<file path="config.mk">
export PLATFORM = sky130hd
export DESIGN_NAME = matmul_param
export DESIGN_NICKNAME = d
export VERILOG_FILES = /design/src/rtl/matmul_pkg.sv /design/src/rtl/matmul_mac.sv /design/src/rtl/matmul_param.sv
export SDC_FILE = /design/constraint.sdc
export NUM_CORES = 1
export LEC_CHECK = 0
export CORE_MARGIN = 2
export CORE_UTILIZATION = 63
export DETAILED_ROUTE_END_ITERATION = 6
export MAX_ROUTING_LAYER = met4
export PLACE_DENSITY = 0.8
export SETUP_SLACK_MARGIN = 0.5
export SLEW_MARGIN = 30
export SYNTH_ARGS = -nofsm -noshare
export SYNTH_HDL_FRONTEND = slang
export SYNTH_SLANG_ARGS = --single-unit
</file>
<file path="constraint.sdc">
create_clock -name clk -period 9.5 [get_ports clk]
set_input_delay 1.9 -clock clk [delete_from_list [all_inputs] [get_ports clk]]
set_output_delay 1.9 -clock clk [all_outputs]
set_load 0.05 [all_outputs]
</file>
<file path="src/rtl/matmul_pkg.sv">
// Shared types and helpers for the parametrised matrix multiplier.
package matmul_pkg;

    typedef enum logic [2:0] {
        IDLE,
        LOAD_A,
        LOAD_B,
        CALC,
        OUT
    } state_t;

    // Widest accumulator the output shaping function can handle.
    localparam int MAX_AW = 64;

    typedef struct packed {
        logic              ovf;
        logic [MAX_AW-1:0] data;
    } shaped_t;

    // Ceiling log2, usable in parameter and localparam expressions.
    function automatic int clog2_f(input int value);
        int result;
        int v;
        result = 0;
        v = value - 1;
        while (v > 0) begin
            result = result + 1;
            v = v >> 1;
        end
        return result;
    endfunction

    // Reduce a sign/zero-extended accumulator to dw bits, either clamping or
    // keeping the low bits, and flag whether the value could not be represented.
    function automatic shaped_t shape_result(
        input logic [MAX_AW-1:0] acc,
        input int                dw,
        input bit                is_signed,
        input bit                sat
    );
        shaped_t           r;
        logic [MAX_AW-1:0] mask;
        logic [MAX_AW-1:0] kept;
        logic [MAX_AW-1:0] ext;
        logic [MAX_AW-1:0] hi;
        logic [MAX_AW-1:0] lo;
        logic              neg;
        mask   = (MAX_AW'(1) << dw) - MAX_AW'(1);
        kept   = acc & mask;
        hi     = mask >> 1;
        lo     = ~hi;
        neg    = |(kept & (MAX_AW'(1) << (dw - 1)));
        ext    = neg ? (kept | ~mask) : kept;
        r.ovf  = 1'b0;
        r.data = kept;
        if (is_signed) begin
            if (sat) begin
                if ($signed(acc) > $signed(hi)) begin
                    r.data = hi & mask;
                    r.ovf  = 1'b1;
                end else if ($signed(acc) < $signed(lo)) begin
                    r.data = lo & mask;
                    r.ovf  = 1'b1;
                end
            end else begin
                r.ovf = (ext != acc);
            end
        end else begin
            if (sat) begin
                if (acc > mask) begin
                    r.data = mask;
                    r.ovf  = 1'b1;
                end
            end else begin
                r.ovf = (kept != acc);
            end
        end
        return r;
    endfunction

endpackage

</file>
<file path="src/rtl/matmul_mac.sv">
// Multiply-accumulate unit: registered accumulator, clear-on-first-product,
// and a saturate/truncate stage that shapes the running sum to DW bits.
module matmul_mac
    import matmul_pkg::*;
#(
    parameter int DW     = 8,
    parameter int SIGNED = 1,
    parameter int AW     = 2*DW + 4
)(
    input  logic          clk,
    input  logic          rst,
    input  logic          en,
    input  logic          clr,
    input  logic          sat_en,
    input  logic [DW-1:0] a,
    input  logic [DW-1:0] b,
    output logic [DW-1:0] res,
    output logic          ovf
);

    logic [AW-1:0]     acc;
    logic [AW-1:0]     prod_ext;
    logic [AW-1:0]     sum;
    logic [MAX_AW-1:0] sum_wide;
    shaped_t           shaped;
    logic              unused_shaped_bits;

    // The product is formed at full 2*DW width and widened according to the
    // operand interpretation, so the accumulator never sees a wrapped product.
    generate
        if (SIGNED != 0) begin : g_signed
            logic signed [2*DW-1:0] a_ext;
            logic signed [2*DW-1:0] b_ext;
            logic signed [2*DW-1:0] prod;
            assign a_ext    = {{DW{a[DW-1]}}, a};
            assign b_ext    = {{DW{b[DW-1]}}, b};
            assign prod     = a_ext * b_ext;
            assign prod_ext = {{(AW-2*DW){prod[2*DW-1]}}, prod};
            assign sum_wide = {{(MAX_AW-AW){sum[AW-1]}}, sum};
        end else begin : g_unsigned
            logic [2*DW-1:0] a_ext;
            logic [2*DW-1:0] b_ext;
            logic [2*DW-1:0] prod;
            assign a_ext    = {{DW{1'b0}}, a};
            assign b_ext    = {{DW{1'b0}}, b};
            assign prod     = a_ext * b_ext;
            assign prod_ext = {{(AW-2*DW){1'b0}}, prod};
            assign sum_wide = {{(MAX_AW-AW){1'b0}}, sum};
        end
    endgenerate

    // Next accumulator value; shaping works on it directly so the final sum is
    // available in the same cycle as the last product.
    always_comb begin
        sum                = (clr ? '0 : acc) + prod_ext;
        shaped             = shape_result(sum_wide, DW, SIGNED != 0, sat_en);
        res                = shaped.data[DW-1:0];
        ovf                = shaped.ovf;
        unused_shaped_bits = ^shaped.data[MAX_AW-1:DW];
    end

    // Accumulator register, advanced only while the controller is calculating.
    always_ff @(posedge clk or posedge rst) begin
        if (rst) begin
            acc <= '0;
        end else if (en) begin
            acc <= sum;
        end
    end

endmodule

</file>
<file path="src/rtl/matmul_param.sv">
// Parametrised NxN matrix multiplier: streams in A then B, computes C = A x B
// one MAC per cycle, then streams C out with per-element overflow flags.
module matmul_param
    import matmul_pkg::*;
#(
    parameter int N      = 3,
    parameter int DW     = 8,
    parameter int SIGNED = 1,
    parameter int AW     = 2*DW + clog2_f(N)
)(
    input  logic          clk,
    input  logic          rst,
    input  logic          st,
    input  logic          sat_en,
    input  logic          in_valid,
    output logic          in_ready,
    input  logic [DW-1:0] data_in,
    output logic          out_valid,
    input  logic          out_ready,
    output logic [DW-1:0] dataout,
    output logic          out_ovf,
    output logic          busy,
    output logic          done
);

    localparam int NN = N * N;
    localparam int CW = clog2_f(NN);
    localparam int KW = clog2_f(N);
    localparam logic [CW-1:0] LAST_ELEM = CW'(NN - 1);
    localparam logic [KW-1:0] LAST_IDX  = KW'(N - 1);

    state_t        state;
    logic [CW-1:0] cnt;
    logic [CW-1:0] next_cnt;
    logic [KW-1:0] i_idx;
    logic [KW-1:0] j_idx;
    logic [KW-1:0] k_idx;
    logic          sat_reg;

    logic [DW-1:0] a_mem [NN];
    logic [DW-1:0] b_mem [NN];
    logic [DW-1:0] r_mem [NN];
    logic          r_ovf [NN];

    logic [CW-1:0] a_addr;
    logic [CW-1:0] b_addr;
    logic [CW-1:0] r_addr;
    logic          beat_in;
    logic          a_we;
    logic          b_we;
    logic          r_we;
    logic          mac_en;
    logic          mac_clr;
    logic [DW-1:0] mac_res;
    logic          mac_ovf;

    // Write strobes and memory addresses derived from the current state and
    // the (i,j,k) loop indices; k is innermost so each result closes at k=N-1.
    always_comb begin
        beat_in  = in_valid & in_ready;
        a_we     = beat_in && (state == LOAD_A);
        b_we     = beat_in && (state == LOAD_B);
        mac_en   = (state == CALC);
        mac_clr  = (k_idx == '0);
        r_we     = mac_en && (k_idx == LAST_IDX);
        a_addr   = CW'(i_idx * N + k_idx);
        b_addr   = CW'(k_idx * N + j_idx);
        r_addr   = CW'(i_idx * N + j_idx);
        next_cnt = cnt + CW'(1);
    end

    // Operand and result storage; contents need no reset because every run
    // rewrites all entries before they are read.
    always_ff @(posedge clk) begin
        if (a_we) begin
            a_mem[cnt] <= data_in;
        end
        if (b_we) begin
            b_mem[cnt] <= data_in;
        end
        if (r_we) begin
            r_mem[r_addr] <= mac_res;
            r_ovf[r_addr] <= mac_ovf;
        end
    end

    matmul_mac #(
        .DW     (DW),
        .SIGNED (SIGNED),
        .AW     (AW)
    ) u_mac (
        .clk    (clk),
        .rst    (rst),
        .en     (mac_en),
        .clr    (mac_clr),
        .sat_en (sat_reg),
        .a      (a_mem[a_addr]),
        .b      (b_mem[b_addr]),
        .res    (mac_res),
        .ovf    (mac_ovf)
    );

    // Controller: sequences load, calculate and output phases and registers
    // every handshake/status output so they change only on clock edges.
    always_ff @(posedge clk or posedge rst) begin
        if (rst) begin
            state     <= IDLE;
            cnt       <= '0;
            i_idx     <= '0;
            j_idx     <= '0;
            k_idx     <= '0;
            sat_reg   <= 1'b0;
            in_ready  <= 1'b0;
            out_valid <= 1'b0;
            dataout   <= '0;
            out_ovf   <= 1'b0;
            busy      <= 1'b0;
            done      <= 1'b0;
        end else begin
            done <= 1'b0;
            case (state)
                IDLE: begin
                    if (st) begin
                        state    <= LOAD_A;
                        sat_reg  <= sat_en;
                        cnt      <= '0;
                        in_ready <= 1'b1;
                        busy     <= 1'b1;
                    end
                end
                LOAD_A: begin
                    if (beat_in) begin
                        if (cnt == LAST_ELEM) begin
                            cnt   <= '0;
                            state <= LOAD_B;
                        end else begin
                            cnt <= next_cnt;
                        end
                    end
                end
                LOAD_B: begin
                    if (beat_in) begin
                        if (cnt == LAST_ELEM) begin
                            cnt      <= '0;
                            state    <= CALC;
                            in_ready <= 1'b0;
                            i_idx    <= '0;
                            j_idx    <= '0;
                            k_idx    <= '0;
                        end else begin
                            cnt <= next_cnt;
                        end
                    end
                end
                CALC: begin
                    if (k_idx == LAST_IDX) begin
                        k_idx <= '0;
                        if (j_idx == LAST_IDX) begin
                            j_idx <= '0;
                            if (i_idx == LAST_IDX) begin
                                i_idx     <= '0;
                                state     <= OUT;
                                out_valid <= 1'b1;
                                dataout   <= r_mem[cnt];
                                out_ovf   <= r_ovf[cnt];
                            end else begin
                                i_idx <= i_idx + KW'(1);
                            end
                        end else begin
                            j_idx <= j_idx + KW'(1);
                        end
                    end else begin
                        k_idx <= k_idx + KW'(1);
                    end
                end
                OUT: begin
                    if (out_ready) begin
                        if (cnt == LAST_ELEM) begin
                            state     <= IDLE;
                            cnt       <= '0;
                            out_valid <= 1'b0;
                            dataout   <= '0;
                            out_ovf   <= 1'b0;
                            busy      <= 1'b0;
                            done      <= 1'b1;
                        end else begin
                            cnt     <= next_cnt;
                            dataout <= r_mem[next_cnt];
                            out_ovf <= r_ovf[next_cnt];
                        end
                    end
                end
                default: begin
                    state <= IDLE;
                end
            endcase
        end
    end

endmodule

</file>
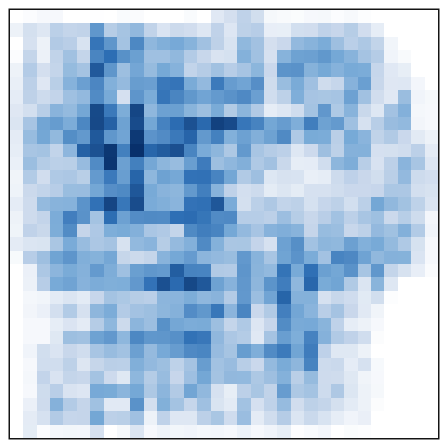
(images/route_heat.png)
The die is cut into 32 by 32 equal tiles; white is low, dark blue is high, scaled to the fullest tile. Values are wire area over tile area, all layers added.
- nearly empty tiles: 9.9%
- tiles over half the peak: 23%
- densest ninth of the die: middle
- mean over tiles: 0.23
- fullest tile: 0.68

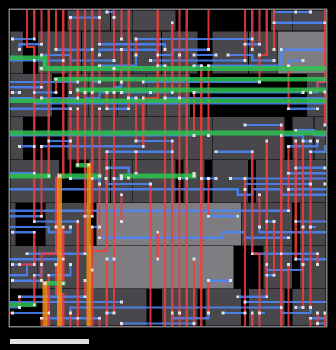
(images/closeup.png)
The bar under the picture is 5 µm long. Region (70, 101) to (90, 121) µm. Cells in gray, sequential cells in the stronger gray; small squares are vias.
- orange: M4
- blue: M1
- green: M3
- red: M2
- most frequent: nand2_1 (6), nand2b_1 (3)
- cells with their middle in the window: 35
- sequential cells in the window: 2
- netlist names of flops here include: u_mac.acc (2)

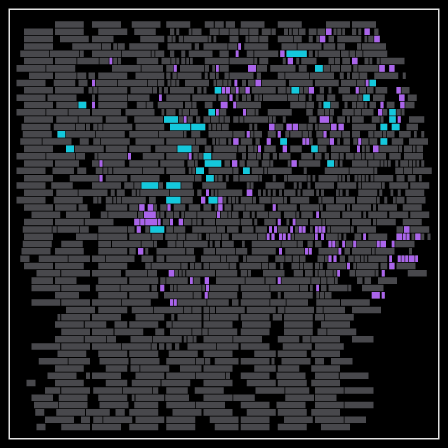
(images/gates.png)
- purple: nor cells (cells 142; most used nor2_1)
- cyan: non-inverting ao/oa cells (cells 33; most used o21a_1)
combinational fraction of the cell area: 40.7%
most numerous logic cell after layout: sky130_fd_sc_hd__edfxtp_1
fin cells: 1564

==> run notes <==
State of the implementation.

- The final report gives the core utilization as 74.2%.
- The share of cells above drive strength 1 is 20.5%, for reference.
- Per the OpenROAD floorplan log, the area of the die is 25300 µm².
- The number of input and output port buffers inserted is 26, for reference.
- The highest fanout seen on the critical path is 8, for reference.
- The placer congestion estimate is 0.872, for reference.
- The number of distinct library cell variants in the gate-level netlist after synthesis is 65, for reference.
- The starting DRC count in detailed routing is 933, for reference.
- The first global-routing pass estimated 53600 µm of wire.
- By count the netlist is led by 225 x sky130_fd_sc_hd__edfxtp_1, 111 x sky130_fd_sc_hd__inv_1, 92 x sky130_fd_sc_hd__nand2_1, 91 x sky130_fd_sc_hd__nor2_1, 68 x sky130_fd_sc_hd__mux4_2.
- The synthesized design contains 225 enable-type register cells.
- The synth_stat.txt file lists the number of cells as 1148.
- The sum of net half-perimeters after detailed placement is 22000 µm, for reference.
- Per the finish-stage timing summary, setup violations number 0.
- The warning total across the stage logs is 37, for reference.
- On the worst setup and hold paths after CTS, the clock-pin slew comes to 0.06 ns.
- The count of vias placed by the detailed router is 9721, for reference.
- The wire length recorded after detailed routing is 35100 µm.
- The leading area contributor after synthesis is sky130_fd_sc_hd__edfxtp_1, for reference.
- The largest registers in the layout are a_mem x72, b_mem x72, r_mem x72.
- Checking max transition, the worst relative margin is 41.1%.
- The number of hold violations in the final report is 0, for reference.
- The top cell type by area accounts for 44.6% of the synthesized area.
- The script parses the final routing iteration and logs DRC violations as 0.
- The finished design was reported to have a net count of 1363.
- The final-layout setup total negative slack is 0 ns, for reference.
- The period utilization is 92.0%, for reference.
- The floorplan has 56 rows.
- Per the final report, max-transition violations number 0.
- STA classifies the critical path startpoint as a flop.
- Summing every instance area after synthesis gives 15100 µm².
- Setup repair after global routing left no endpoint under its margin.
- Counting cells, the worst reg-to-reg path comes to 34.
- Entering global routing, the biggest net connects 46 pins.
- Among all flip-flop cells after synthesis, the most frequent one is sky130_fd_sc_hd__edfxtp_1.
- The worst hold path belongs to the class reg -> reg.
- The cell family contributing the most delay on the critical path is adder cells, for reference.
- Static timing analysis puts the maximum clock frequency at 114 MHz.
- The critical path endpoint has a required time of 9.90 ns.
- In this run the layout overhead on the synthesized area is reported as 15.4%.
- The biggest cell delay along the critical path is 0.57 ns, for reference.
- The wire length per cell is 22.5 µm, for reference.
- The TritonCTS sink count is 270, for reference.
- The routed design could run at a clock period as short as 8.74 ns.
- The run finished with clean final reports.
- The post-CTS hold buffer count recorded in the log is 0.
- The buffer-and-inverter tally for the worst setup path is 9, for reference.
- The Yosys warning count is 0, for reference.
- Dividing the detail-routed via count by the number of cells gives 6.22.
- In the Yosys report, the sequential cells make up 52.0% of the chip area.
- The nature of the critical path endpoint is a flop, for reference.
- Across every metal layer, demand over resource in global routing totals 28.0%.
- At the pin with the least slew margin, the transition time is 0.884 ns.
- For this run, the chip area from Yosys synthesis comes to 15100 µm².
- The overall overflow remaining after global route is 0, for reference.
- The mean cell area of the mapped netlist is 13.2 µm², for reference.
- The cell type with the highest occurrence count on the critical path is sky130_fd_sc_hd__inv_1, for reference.
- The root cell of the clock tree is sky130_fd_sc_hd__clkbuf_16, for reference.
- The top cell type by instance count after synthesis is sky130_fd_sc_hd__edfxtp_1, for reference.
- The startpoint-to-endpoint class of the critical path is reg -> reg, for reference.
- In this run the number of H-tree levels came out at 1.
- By area the synthesized netlist is led by sky130_fd_sc_hd__edfxtp_1 45%, sky130_fd_sc_hd__mux4_2 10%, sky130_fd_sc_hd__fa_1 8.1%.
- The overall die width is 159 µm, for reference.
- On the critical path, the stage with the largest delay is an instance of sky130_fd_sc_hd__fa_1.
- The CTS tree is yes, for reference.
- The data arrival at the endpoint of the critical path is 9.14 ns, for reference.
- The cell count after synthesis is 1148, for reference.
- The tool flagged a number of max-cap violations equal to 0.
- The maximum clock path buffer count is 3, for reference.
- Yosys reported a register bit count of 270.
- Yosys reported that registers with async set or reset make up 16.7%.
- The first-pass iteration count of the detailed router is 5, for reference.
- The via count of the first global-routing pass is 10.0k.
- The number of cells on the critical path is 34, for reference.
- The number of primary I/O pins is 27, for reference.
- The worst clock skew on the final layout is 0.0112 ns, for reference.
- The placeable core region is 23500 µm², for reference.
- The starting utilization of the core area is 64.3%, for reference.
- The count of antenna-violating nets left after detailed routing is 0, for reference.
- 0 antenna diodes ended up in the layout.
- The number of buffers created by CTS is 27, for reference.
- The number of nets at floorplan is 1286, for reference.
- The number of instances on the worst hold path is 2, for reference.
- The initial antenna violation count is 0.
- The y dimension of the die is 159 µm, for reference.
- At the later pin of the worst-skew pair, clock insertion delay measures 0.55 ns.
-- cell families (layout without fill, tap and decap cells) --
family                     Yosys count  after routing  synth area share [%]
AOI/OAI and AO/OA                  165            170                  6.88
and+or+nand+nor                    295            295                  9.15
DFF                                270            270                  52.0
buffers and inverters              149            241                  3.71
adders and majority gates          125            125                  13.3
xor gates and xnor gates            38             38                  2.25
muxes                              106            106                  12.6
-- metrics by stage --
stage / instance area [µm²] / setup WS (ns) / hold slack, ns / instances
after floorplan: 15100 / 0.753 / 0.438 / 1148
after global placement: 16000 / 0.391 / 0.450 / 1495
after detailed placement: 16000 / 0.236 / 0.454 / 1495
after CTS: 17000 / 0.506 / 0.470 / 1546
after global routing: 17500 / 0.430 / 0.506 / 1564
final: 17500 / 0.763 / 0.470 / 1564
-- per-layer routing --
layer  GRT usage (%)  wire, µm  up-vias
li1                -         -     4317
met1            35.8     13400     4846
met2            45.8     17800      461
met3            4.17      2760       97
met4            10.8      1170        0
met5               -         0        -
-- final timing paths --
path	from	endpoint	slack [ns]
max in group asynchronous	rst	cnt[0]$_DFFE_PP0P_	7.18
hold / removal	u_mac.acc[3]$_DFFE_PP0P_	u_mac.acc[3]$_DFFE_PP0P_	0.47
setup / recovery	k_idx[0]$_DFFE_PP0P_	r_mem[4][2]$_DFFE_PP_	0.76
hold reg to reg	u_mac.acc[3]$_DFFE_PP0P_	u_mac.acc[3]$_DFFE_PP0P_	0.47
setup reg to reg	k_idx[0]$_DFFE_PP0P_	r_mem[4][2]$_DFFE_PP_	0.76
min in group asynchronous	rst	done$_DFF_PP0_	1.80
-- cell type report --
type,count,area (µm²)
multi-input cells,734,7120
well taps,319,399
clock buffers,28,679
repair buffers,80,706
fillers,1445,6070
flip-flops and latches,270,7890
clock inverters,21,263
inverters,112,427
-- cell usage in the layout, fill, tap and decap left out, drive strengths merged, types with 37 or more instances in the layout --
master	netlist	routed
inv	112	113
nand2	92	92
mux2i	37	37
mux4	68	68
edfxtp	225	225
dfrtp	45	45
fa	61	61
buf	9	54
o21ai	64	64
ha	63	63
nor2	92	92
-- repair_timing --
action / CTS / global route
setup buffers: 2 / 12
pin swaps: 1 / 13
cloned: 0 / 6
resized: 17 / 62
setup endpoints to repair: 81 / 81
-- worst reg2reg max path, delay by kind of cell (launching register included) --
family / cells / cell delay, ns
muxes: 1 / 0.26
and+or+nand+nor: 7 / 1.47
xor gates and xnor gates: 2 / 0.33
buffers and inverters: 9 / 0.99
adders and majority gates: 9 / 3.89
AOI/OAI and AO/OA: 6 / 1.23
DFF: 1 / 0.45
